Run 1, met1 routing:
Scale: 3 px per um. Supply wires on this layer in grey. Cells faint in the background.
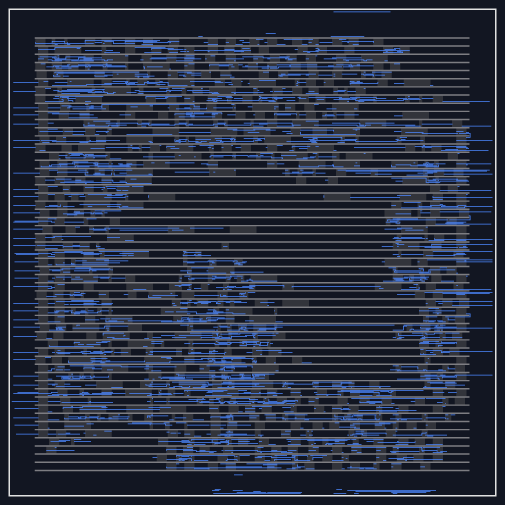
Run 1, metal 2:
Scale: 3 px per um.
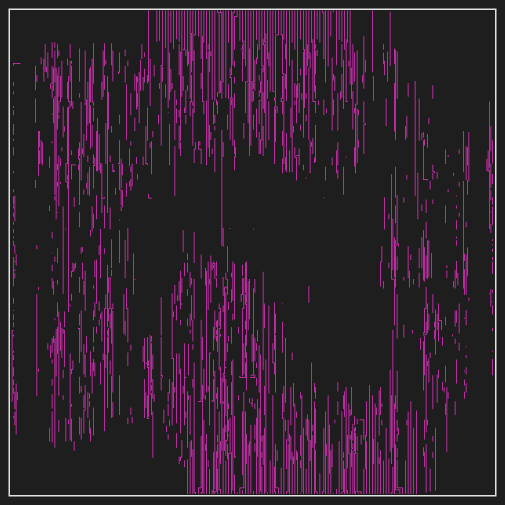
Run 1, M3 wires:
Scale: 4 px per um. Cells faint in the background.
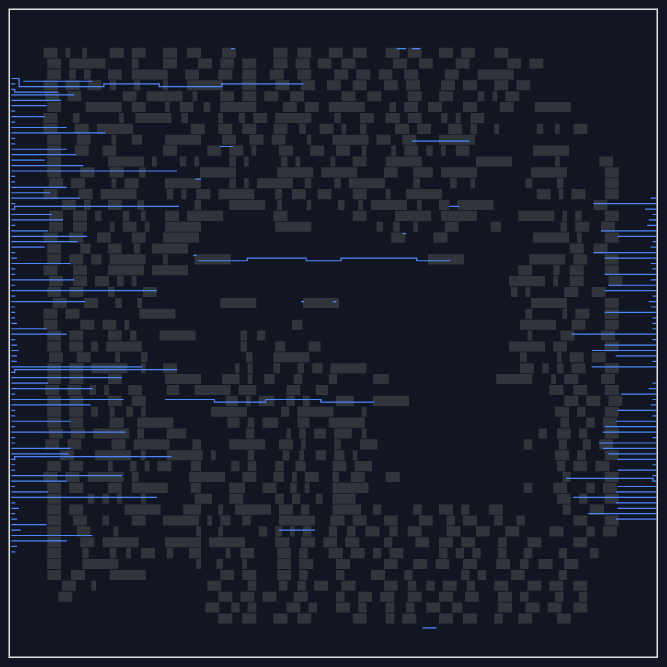
Run 1, met4 routing:
Scale: 2 px per um. Supply wires on this layer in grey. Cells faint in the background.
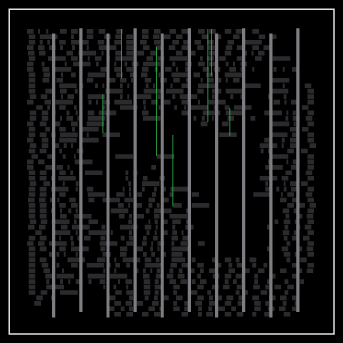
**config.mk**
```make
export PLATFORM = sky130hd
export DESIGN_NAME = dram_port_arbiter
export DESIGN_NICKNAME = d
export VERILOG_FILES = /design/src/rtl/dram_port_arbiter.sv
export SDC_FILE = /design/constraint.sdc
export NUM_CORES = 1
export LEC_CHECK = 0
export CELL_PAD_IN_SITES_DETAIL_PLACEMENT = 2
export CELL_PAD_IN_SITES_GLOBAL_PLACEMENT = 2
export CORE_MARGIN = 8
export CORE_UTILIZATION = 20
export DETAILED_ROUTE_END_ITERATION = 6
export PLACE_DENSITY = 0.88
export SLEW_MARGIN = 10
export SYNTH_ARGS = -nofsm -noshare
export SYNTH_HDL_FRONTEND = slang
export SYNTH_SLANG_ARGS = --single-unit
```
**constraint.sdc**
```tcl
create_clock -name clk -period 4.6 [get_ports clk]
set_input_delay 0.92 -clock clk [delete_from_list [all_inputs] [get_ports clk]]
set_output_delay 0.92 -clock clk [all_outputs]
set_load 0.02 [all_outputs]
```
**src/rtl/dram_port_arbiter.sv**
```systemverilog
// dram_port_arbiter: shares one DRAM port between CPU and debug loader with CPU priority, DBG anti-starvation and a hang watchdog
module dram_port_arbiter #(
  parameter int ADDR_W       = 32,
  parameter int DATA_W       = 32,
  parameter int STARVE_LIMIT = 4,
  parameter int TIMEOUT      = 16
) (
  input  logic              clk,
  input  logic              rst,
  input  logic              cpu_req,
  input  logic              cpu_r_nw,
  input  logic [ADDR_W-1:0] cpu_addr,
  input  logic [DATA_W-1:0] cpu_wdata,
  output logic              cpu_ack,
  output logic [DATA_W-1:0] cpu_rdata,
  input  logic              dbg_req,
  input  logic              dbg_r_nw,
  input  logic [ADDR_W-1:0] dbg_addr,
  input  logic [DATA_W-1:0] dbg_wdata,
  output logic              dbg_ack,
  output logic [DATA_W-1:0] dbg_rdata,
  output logic              dram_enable,
  output logic              dram_r_nw,
  output logic [ADDR_W-1:0] dram_addr,
  output logic [DATA_W-1:0] dram_wdata,
  input  logic [DATA_W-1:0] dram_rdata,
  input  logic              dram_ready,
  input  logic              err_clr,
  output logic              hang_err,
  output logic [1:0]        arb_state
);
  typedef enum logic [1:0] {IDLE, BUSY_CPU, BUSY_DBG, ERROR} state_t;
  localparam int SW = $clog2(STARVE_LIMIT + 1);
  localparam int TW = $clog2(TIMEOUT + 1);
  localparam logic [SW-1:0] S_MAX = SW'(STARVE_LIMIT);
  localparam logic [TW-1:0] T_MAX = TW'(TIMEOUT);
  state_t          state;
  logic [SW-1:0]   starve_cnt;
  logic [TW-1:0]   tmo_cnt;
  logic            dbg_win;
  // DBG wins when it is alone or when the CPU has starved it long enough
  assign dbg_win   = dbg_req & (~cpu_req | (starve_cnt == S_MAX));
  assign arb_state = state;
  assign cpu_ack   = (state == BUSY_CPU) & dram_ready;
  assign dbg_ack   = (state == BUSY_DBG) & dram_ready;
  assign cpu_rdata = cpu_ack ? dram_rdata : '0;
  assign dbg_rdata = dbg_ack ? dram_rdata : '0;
  // arbitration FSM with registered DRAM-side outputs, starvation and watchdog counters
  always_ff @(posedge clk or posedge rst) begin
    if (rst) begin
      state       <= IDLE;
      starve_cnt  <= '0;
      tmo_cnt     <= '0;
      dram_enable <= 1'b0;
      dram_r_nw   <= 1'b0;
      dram_addr   <= '0;
      dram_wdata  <= '0;
      hang_err    <= 1'b0;
    end else begin
      case (state)
        IDLE: begin
          starve_cnt <= (dbg_req && !dbg_win) ? starve_cnt + 1'b1 : '0;
          if (cpu_req || dbg_req) begin
            state       <= dbg_win ? BUSY_DBG : BUSY_CPU;
            dram_enable <= 1'b1;
            dram_r_nw   <= dbg_win ? dbg_r_nw : cpu_r_nw;
            dram_addr   <= dbg_win ? dbg_addr : cpu_addr;
            dram_wdata  <= dbg_win ? dbg_wdata : cpu_wdata;
            tmo_cnt     <= TW'(1);
          end
        end
        BUSY_CPU, BUSY_DBG: begin
          if (dram_ready) begin
            state       <= IDLE;
            dram_enable <= 1'b0;
            tmo_cnt     <= '0;
          end else if (tmo_cnt == T_MAX) begin
            state       <= ERROR;
            dram_enable <= 1'b0;
            hang_err    <= 1'b1;
          end else begin
            tmo_cnt <= tmo_cnt + 1'b1;
          end
        end
        default: begin
          if (err_clr) begin
            state      <= IDLE;
            hang_err   <= 1'b0;
            tmo_cnt    <= '0;
            starve_cnt <= '0;
          end
        end
      endcase
    end
  end
endmodule

```
==> reports/results.ini, run 1 <==
[status]
status=completed

[clock_network]
worstSkewPairLatency_ns=0.34
cts_hold_buf=0
root_buffer=clkbuf_16
cts-resized-gates=0
cts_setup_buffers=0

[final_layout]
logic_area_sq_mm=0.00212
final_common_cell=clkdlybuf4s50_1
final_cells=1015
clock_buffers=11
inverters=9
layout-drive-gt1-share=0.0432

[routing]
antenna_left=0
viasPerCell=4.43
drt_iter0_drc=164
met2_length_mm=9.96
wl_per_cell_um=19.1

[yosys]
synthCells=452
yosys_area_sq_mm=0.00424
edf_count=0
synth_warnings=0
ys_ff=77
top_area_cell=dfrtp_1

[worst_setup_path]
critPathLaunchType=primary input
r2r_slack_ns=2.22
crit_family=buffers and inverters
timing.critical_path.mode_cell=clkdlybuf4s50_1
path_class=primary input to primary output
cp_num_buf_inv=3
r2r_start=starve_cnt[0]
required_ns=3.68
arrival_ns=2.74
crit_chain=clkdlybuf4s50_1 -> buf_4 -> and3_1 -> clkdlybuf4s50_1

[pwr]
p_total_mw=4.22
power.switching_mw=1.79
pg_clk_mw=0.709
p_per_area_mw_per_mm2=540

[flow_run]
maxCapViolCount=0

[placement]
port_buffers=302

[worst_hold_path]
holdCritStartpoint=dram_addr[19]

[sta]
hold_violations=0
max_freq_mhz=273

[global_route]
grt_pass1_vias=5250
grt_usage=0.146

[die]
taps=275

-- 'met1 routing' (at the start) --
wire length on this layer = 7670 um
nets with wire on the layer = 808
longest straight run = 54.7 um
main direction = horizontal
share of all routed wire = 39%

-- 'metal 2' (at the start) --
longest straight run = 68.3 um
nets with wire on the layer = 821
share of all routed wire = 51%
main direction = vertical

-- 'M3 wires' (at the start) --
nets with wire on the layer = 152
wire length on this layer = 1590 um
share of all routed wire = 8.2%
main direction = horizontal
longest straight run = 41.2 um

-- 'met4 routing' (at the start) --
nets with wire on the layer = 5
share of all routed wire = 1.1%
wire length on this layer = 216 um
main direction = vertical
routed vias: 4500
Routed WL: 19.4 mm

[run 1: cells by family (layout without fill, tap and decap cells)]
kind of cell / count (synthesis) / count (layout) / share of synthesized area
compound gates: 95 / 95 / 0.125
flops: 77 / 77 / 0.454
mux: 65 / 65 / 0.153
fa+ha+maj: 8 / 8 / 0.0236
simple gates: 160 / 160 / 0.193
buf+inv: 47 / 335 / 0.0507
[run 1: cell usage after synthesis, types with 2 or more instances]
cell type / number
dfrtp_1: 77
o21ai_0: 73
nand2_1: 68
mux2i_1: 65
and3_1: 64
clkbuf_1: 27
inv_1: 9
nor2_1: 9
ha_1: 8
a21oi_1: 5
buf_4: 5
buf_2: 4
nand2b_1: 4
a21o_1: 3
and2_1: 3
o21bai_1: 3
a22o_1: 2
buf_6: 2
nand3_1: 2
nor4_1: 2
o31ai_1: 2
or2_2: 2
==> run 1 -> run 2 <==
--- a/config.mk
+++ b/config.mk
@@ -8,9 +8,9 @@
 export CELL_PAD_IN_SITES_DETAIL_PLACEMENT = 2
 export CELL_PAD_IN_SITES_GLOBAL_PLACEMENT = 2
 export CORE_MARGIN = 8
-export CORE_UTILIZATION = 20
+export CORE_UTILIZATION = 17
 export DETAILED_ROUTE_END_ITERATION = 6
-export PLACE_DENSITY = 0.88
+export PLACE_DENSITY = 0.79
 export SLEW_MARGIN = 10
 export SYNTH_ARGS = -nofsm -noshare
 export SYNTH_HDL_FRONTEND = slang
==> constraint.sdc (replaced) <==
create_clock -name clk -period 3.2 [get_ports clk]
set_input_delay 0.64 -clock clk [delete_from_list [all_inputs] [get_ports clk]]
set_output_delay 0.64 -clock clk [all_outputs]
set_load 0.02 [all_outputs]
Run 2, M3 wires:
Scale: 3 px per um. Cells faint in the background.
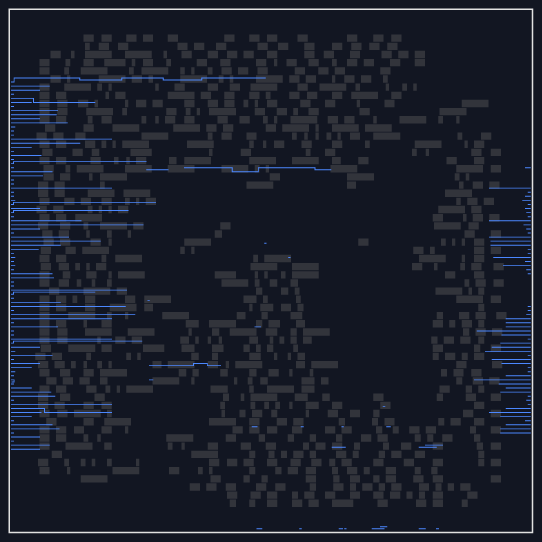
Routed WL: 19.9 mm
met3 usage: 0.0549
routed vias: 4497

Run 2, met1 routing:
Scale: 3 px per um. Supply wires on this layer in grey. Cells faint in the background.
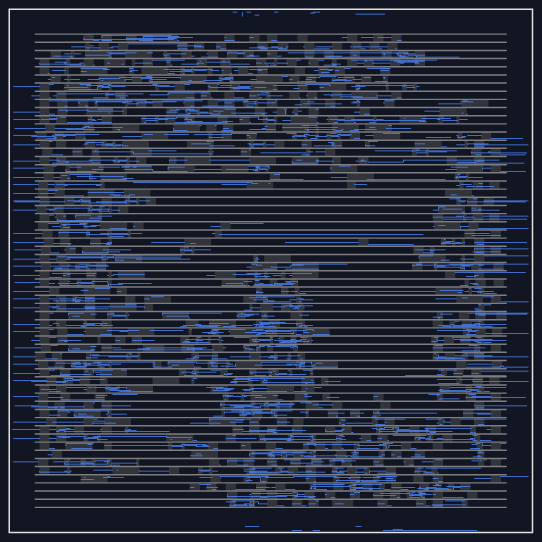
main direction = horizontal
share of all routed wire = 39%
wire length on this layer = 7830 um
longest straight run = 68.1 um

==> reports/results.ini, run 2 <==
[yosys]
synth_warnings=0  ; unchanged
synthMostInstantiatedCell=dfrtp_1
synthCells=452  ; unchanged
ys_ff=77  ; unchanged
top_area_cell=dfrtp_1
edf_count=0  ; unchanged
yosys_area_sq_mm=0.00424  ; unchanged

[pwr]
p_total_mw=6.12  ; +45%
p_per_area_mw_per_mm2=769  ; +42%
power.switching_mw=2.61  ; +46%

[clock_network]
root_buffer=clkbuf_16
cts_hold_buf=0  ; unchanged
cts-resized-gates=0  ; unchanged
cts_setup_buffers=0  ; unchanged

[worst_setup_path]
crit_family=buffers and inverters
required_ns=2.56  ; -1.12 ns
path_class=primary input to primary output
cp_num_buf_inv=3  ; unchanged

[final_layout]
inverters=9  ; unchanged
clock_buffers=9  ; -2
layout-drive-gt1-share=0.0497  ; +0.00642
final_cells=1075  ; +5.9%
final_common_cell=clkdlybuf4s50_1

[routing]
met2_length_mm=9.98  ; +0.16%
antenna_left=0  ; unchanged

[global_route]
grt_pass1_vias=5287  ; +0.70%

[placement]
port_buffers=302  ; unchanged

[sta]
hold_violations=0  ; unchanged
max_freq_mhz=345

[status]
status=completed

[flow_run]
maxCapViolCount=0  ; unchanged

Run 2, track usage over the die:
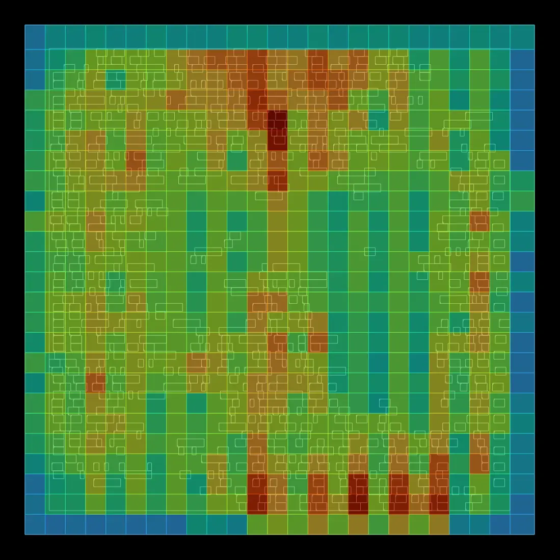
gr busiest metal: met2
GRT Util Overall: 0.131

## run 2: path summary, 6_finish.rpt
| check | startpoint | end | slack (ns) |
|---|---|---|---|
| setup / recovery | dram_ready | cpu_rdata[2] | 0.30 |
| hold / removal | dram_addr[28] | dram_addr[28] | 0.48 |
| setup reg to reg | arb_state[1] | tmo_cnt[3] | 1.06 |
| hold reg to reg | dram_addr[28] | dram_addr[28] | 0.48 |
| max in group asynchronous | rst | tmo_cnt[2] | 1.97 |
| min in group asynchronous | rst | dram_wdata[20] | 0.57 |
## run 2: kinds of logic after synthesis
| family | share of synthesized area |
|---|---|
| AND-OR/OR-AND | 0.125 |
| adder cells (fa/ha/maj) | 0.0236 |
| buffers and inverters | 0.0507 |
| flip-flops | 0.454 |
| multiplexers | 0.153 |
| AND/OR/NAND/NOR | 0.193 |
==> run 2 -> run 3 <==
--- a/config.mk
+++ b/config.mk
@@ -8,10 +8,9 @@
 export CELL_PAD_IN_SITES_DETAIL_PLACEMENT = 2
 export CELL_PAD_IN_SITES_GLOBAL_PLACEMENT = 2
 export CORE_MARGIN = 8
-export CORE_UTILIZATION = 17
+export CORE_UTILIZATION = 20
 export DETAILED_ROUTE_END_ITERATION = 6
-export PLACE_DENSITY = 0.79
-export SLEW_MARGIN = 10
+export PLACE_DENSITY = 0.88
 export SYNTH_ARGS = -nofsm -noshare
 export SYNTH_HDL_FRONTEND = slang
 export SYNTH_SLANG_ARGS = --single-unit
==> constraint.sdc (replaced) <==
create_clock -name clk -period 3.47 [get_ports clk]
set_input_delay 0.694 -clock clk [delete_from_list [all_inputs] [get_ports clk]]
set_output_delay 0.694 -clock clk [all_outputs]
set_load 0.02 [all_outputs]
Run 3, metal 2:
Scale: 3 px per um.
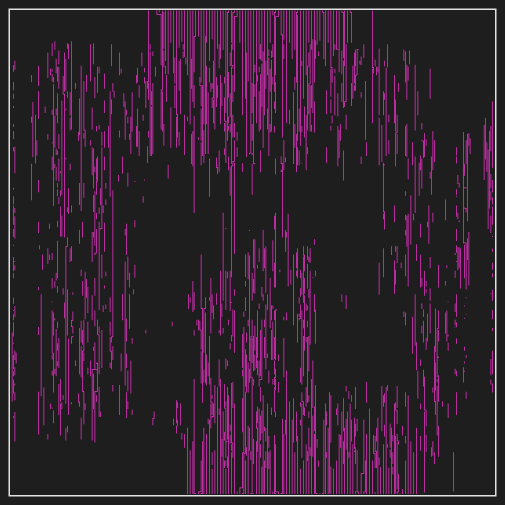
longest straight run = 52.4 um
main direction = vertical
nets with wire on the layer = 819
share of all routed wire = 52%
wire length on this layer = 10000 um

Run 3, M3 wires:
Scale: 4 px per um. Cells faint in the background.
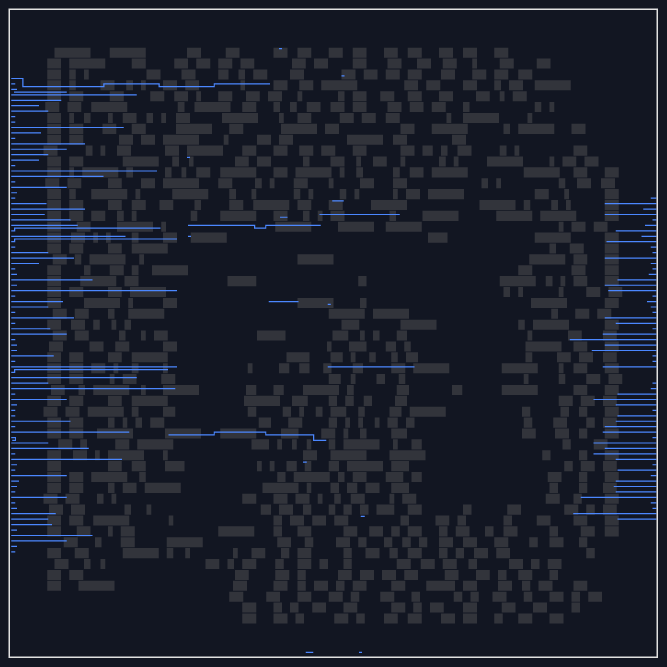
nets with wire on the layer = 151
wire length on this layer = 1610 um

==> reports/results.ini, run 3 <==
[status]
status=completed

[worst_setup_path]
cp-startpoint=dram_ready
r2r_slack_ns=1.30  ; +0.24 ns
r2r-end=tmo_cnt[3]
required_ns=2.78  ; +0.22 ns
r2r_start=arb_state[1]

[yosys]
synthMostInstantiatedCell=dfrtp_1
synth_warnings=0  ; unchanged
logic_family=simple AND/OR/NAND/NOR gates
mux_share=0.153  ; unchanged
simple_gate_share=0.193  ; unchanged
edf_count=0  ; unchanged
synthCells=452  ; unchanged
top_area_cell=dfrtp_1
ys_sh_xor=0  ; unchanged

[final_layout]
final_cells=1017  ; -5.4%
final_common_cell=clkdlybuf4s50_1
inverters=9  ; unchanged

[placement]
port_buffers=302  ; unchanged

[worst_hold_path]
holdPathEnd=dram_addr[19]
holdCritStartpoint=dram_addr[19]

[global_route]
grt_usage=0.146  ; +0.0152
grt_pass1_vias=5157  ; -2.5%

[routing]
antenna_left=0  ; unchanged

[clock_network]
cts_hold_buf=0  ; unchanged
root_buffer=clkbuf_16
cts-resized-gates=0  ; unchanged

[pwr]
p_per_area_mw_per_mm2=714  ; -7.2%
p_total_mw=5.60  ; -8.5%

[sta]
max_freq_mhz=333
hold_violations=0  ; unchanged

Run 3, met4 routing:
Scale: 2 px per um. Supply wires on this layer in grey. Cells faint in the background.
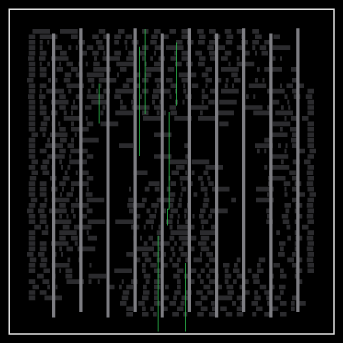
routed vias: 4479
Routed WL: 19.4 mm

[run 3: worst max-delay path, delay by kind of cell]
| family | cells | cell delay (ns) |
|---|---|---|
| buffers and inverters | 3 | 1.39 |
| AND/OR/NAND/NOR | 1 | 0.22 |
[run 3: power groups by stage]
stage,sequential (mW),clock (mW),combinational [mW]
CTS,1.56,0.991,3.19
detailed placement,1.58,0,3.18
finish,1.55,0.948,3.11
global route,1.61,1.02,3.38
global placement,1.54,0,3.07
floorplan,2.01,0,1.11
[run 3: logic make-up after synthesis]
kind of cell,Yosys count
AND/OR/NAND/NOR,160
AND-OR/OR-AND,95
flip-flops,77
multiplexers,65
buffers and inverters,47
adder cells (fa/ha/maj),8
Power is estimated from default activity; no workload was simulated.
